==> config.mk <==
export PLATFORM = sky130hd
export DESIGN_NAME = mult_simd_job_sequencer
export DESIGN_NICKNAME = d
export VERILOG_FILES = /design/src/rtl/mult_simd_pkg.sv /design/src/rtl/mult_simd_acc_unit.sv /design/src/rtl/mult_simd_job_sequencer.sv
export SDC_FILE = /design/constraint.sdc
export NUM_CORES = 1
export LEC_CHECK = 0
export CAP_MARGIN = 5
export CORE_ASPECT_RATIO = 0.75
export CORE_MARGIN = 3
export CORE_UTILIZATION = 65
export CTS_CLUSTER_SIZE = 12
export DETAILED_ROUTE_END_ITERATION = 6
export DONT_BUFFER_PORTS = 1
export PLACE_DENSITY_LB_ADDON = 0.2
export SETUP_SLACK_MARGIN = 0.2
export SYNTH_ARGS = -nofsm -noshare
export SYNTH_HDL_FRONTEND = slang
export SYNTH_SLANG_ARGS = --single-unit
==> constraint.sdc <==
create_clock -name clk -period 21.4 [get_ports clk]
set_input_delay 4.28 -clock clk [delete_from_list [all_inputs] [get_ports clk]]
set_output_delay 4.28 -clock clk [all_outputs]
set_load 0.005 [all_outputs]
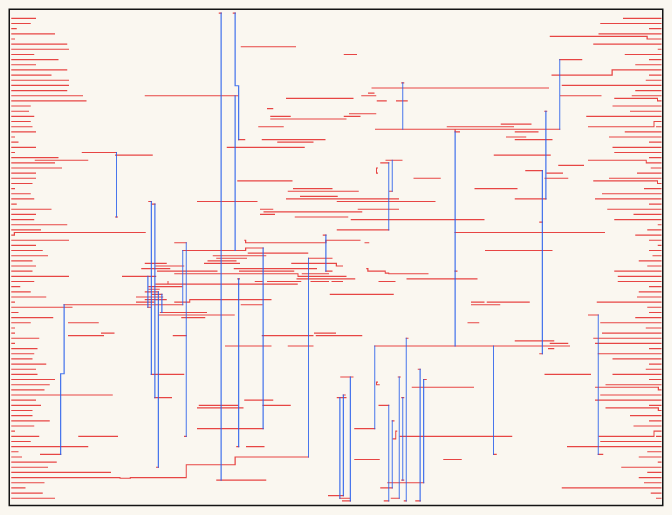
Run 1: metal layers overlaid
Only two layers are drawn.
red -> met3  # wire length 3380 um
blue -> met4  # wire length 1190 um
Total GRT Usage: 30.1%
total wire length: 35200 um
drt wl/cell: 22.9 um
Via Count: 10405

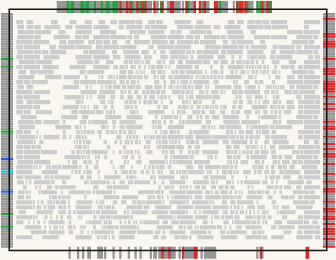
Run 1: pin map
Pins as bars across the die edge, other pins in grey.
red -> `out_raw`  # pins 72, direction output, edge 42 right, 22 top, 8 bottom
cyan -> `cfg_b_sign`  # pins 1, direction input, edge left
green -> `mul_b`  # pins 32, direction output, edge 27 top, 5 left
blue -> `cfg_mode`  # pins 2, direction input, edge left
all pins by edge = 110 top, 94 left, 94 right, 50 bottom
IO buf count: 0
chip width: 172 um
Die Span Y: 130 um

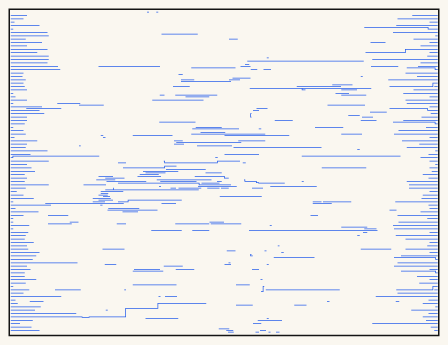
Run 1: M3 wires
nets with wire on the layer = 296
share of all routed wire = 9.6%
main direction = horizontal
met3 usage: 6.83%

==> CHANGELOG.md, run 1 <==
### Changed

* Outcome: complete, no violations
* Layout fillers at 1465
* Area fraction of clock buffers and clock inverters at 4.78%
* Leakage power at 0.00650 uW
* Via density at 6.76
* FMAX at 102 MHz
* Final Max Slew Viols at 0
* Netlist Area Pre-Place at roughly 0.013 mm2
* Comb pwr share at between 40% and 50%
* Worst-margin pin slew at approximately 950 ps
* Inserted Diodes at 0
* Max Cap Violations at 0
* CP required at 21810 ps
* Core area at roughly 0.020 mm2
* Top cells excl fill/tap: 250 x dfrtp_1, 150 x nand2_1, 102 x a22o_1
* Aoi share at 20.2%
* Syn Area/Cell at between 10 and 15 um2
* Clock-pin slew on the worst setup and hold paths at 60 ps
* Yosys stat area at roughly 0.013 mm2
* Signal buffers at 11
* Clock buffers at 28
* Met2 Use GR at 48.7%
-- run 1: through the flow --
step | total power (uW) | cell area (um2) | instances | hold slack, ps
finish | 2240 | 14200 | 1540 | 513
global route | 2390 | 14200 | 1540 | 547
CTS | 2240 | 14200 | 1540 | 519
detailed placement | 1840 | 13600 | 1508 | 507
global placement | 1810 | 13600 | 1508 | 495
floorplan | 1590 | 13400 | 1316 | 473
-- run 1: power by group through the flow --
| stage | sequential [uW] | combinational [uW] | clock (uW) |
|---|---|---|---|
| 2_1_floorplan | 822 | 765 | 0 |
| 3_3_place_gp | 905 | 901 | 0 |
| 3_5_place_dp | 909 | 931 | 0 |
| 4_1_cts | 906 | 939 | 394 |
| 5_1_grt | 932 | 1050 | 414 |
| 6_report | 904 | 946 | 388 |
==> run 2: changes to the inputs <==
--- a/config.mk
+++ b/config.mk
@@ -8,7 +8,7 @@
 export CAP_MARGIN = 5
 export CORE_ASPECT_RATIO = 0.75
 export CORE_MARGIN = 3
-export CORE_UTILIZATION = 65
+export CORE_UTILIZATION = 64
 export CTS_CLUSTER_SIZE = 12
 export DETAILED_ROUTE_END_ITERATION = 6
 export DONT_BUFFER_PORTS = 1
==> constraint.sdc (replaced) <==
create_clock -name clk -period 10.17 [get_ports clk]
set_input_delay 2.034 -clock clk [delete_from_list [all_inputs] [get_ports clk]]
set_output_delay 2.034 -clock clk [all_outputs]
set_load 0.005 [all_outputs]
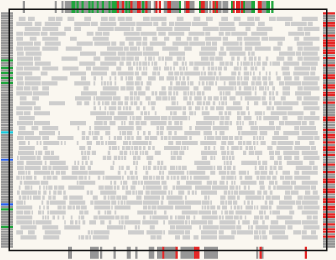
Run 2: pin map
Pins as bars across the die edge, other pins in grey.
blue -> `cfg_mode`  # pins 2, direction input, edge left
red -> `out_raw`  # pins 72, direction output, edge 43 right, 22 top, 7 bottom
cyan -> `cfg_b_sign`  # pins 1, direction input, edge left
green -> `mul_b`  # pins 32, direction output, edge 25 top, 7 left
all pins by edge = 108 top, 95 left, 95 right, 50 bottom
Die Span Y: 131 um
chip width: 173 um

==> run 2 against run 1 <==
Effect of this change:
- combinational power grew 110%
- clock skew shrank 4.2 ps
- critical endpoint is now u_acc.acc_q[47]
- power grew 110%
- register-to-register slack lost 11000 ps
- final area grew 0.83%
- largest cell class unchanged
- via count shrank 0.60%
- non-clock buffer count is the same
- first-iteration DRC count shrank 8.3%
- synthesized cell count is the same
- sequential cell count is the same
- area after synthesis is the same
- utilization shrank 1.4 points
==> CHANGELOG.md, run 2 <==
### Changed

* WP data arrival at 7840 ps
* Total power at 4760 uW
* Power Clock at 884 uW
* Max Cap Violations at 0
* Cell Area, Placed at approximately 0.014 mm2
* IO buf count at 0
* Ratio of cells with drive above 1 in the final layout at roughly 10%
* Worst hold slack at 522 ps
* Total wire length at 34700 um
* Top Consumer: combinational cells
* Clock-pin slew on the worst setup and hold paths at 60 ps
* Cells in synth_stat.txt at 1316
* Finished Layout Cells at 1574
* Design Area, Final at 0.0144 mm2
* Layout fillers at 1525
* Via density at 6.57
* Via Count at 10343
* Outcome: complete, no violations
* Comb. pwr at 1980 uW
* Yosys stat area at 0.0134 mm2
* Met3 usage at 6.87%
* Worst-margin pin slew at approximately 910 ps
* Syn Area/Cell at 10.2 um2
* Top cells excl fill/tap: 250 x dfrtp_1, 150 x nand2_1, 102 x a22o_1
* Dpl cells at about 1500
* Inserted Diodes at 0
* Leakage power at 0.00654 uW
* RSZ-0062 raised after global routing: false
* Largest net degree at the start of global routing at roughly 110
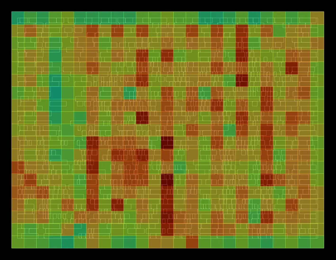
Run 2: routing congestion map
Total GRT Usage: 29.4%
drt wl/cell: 22.1 um
met2 Use GR: 47.0%

## run 2: logic make-up after synthesis
family          after synthesis  synth area share [%]
compound gates              387                  20.2
simple gates                365                  13.0
flops                       250                  46.7
buf+inv                      98                  2.84
xor+xnor                     81                  5.29
fa+ha+maj                    68                  6.46
mux                          67                  5.60
## run 2: area by class of cell
cell class	count	area share [%]
well taps	282	2.46
inverters	26	0.741
multi-input cells	968	47.4
clock inverters	4	0.166
flip-flops and latches	250	43.6
clock buffers	33	5.14
repair buffers	11	0.575
## run 2: tightest hold or removal path, cell delays in order, from the launching register on
cell and delay, ps:
dfrtp_1 370, nand2_1 50, o21ai_0 60
Power is estimated from default activity; no workload was simulated.
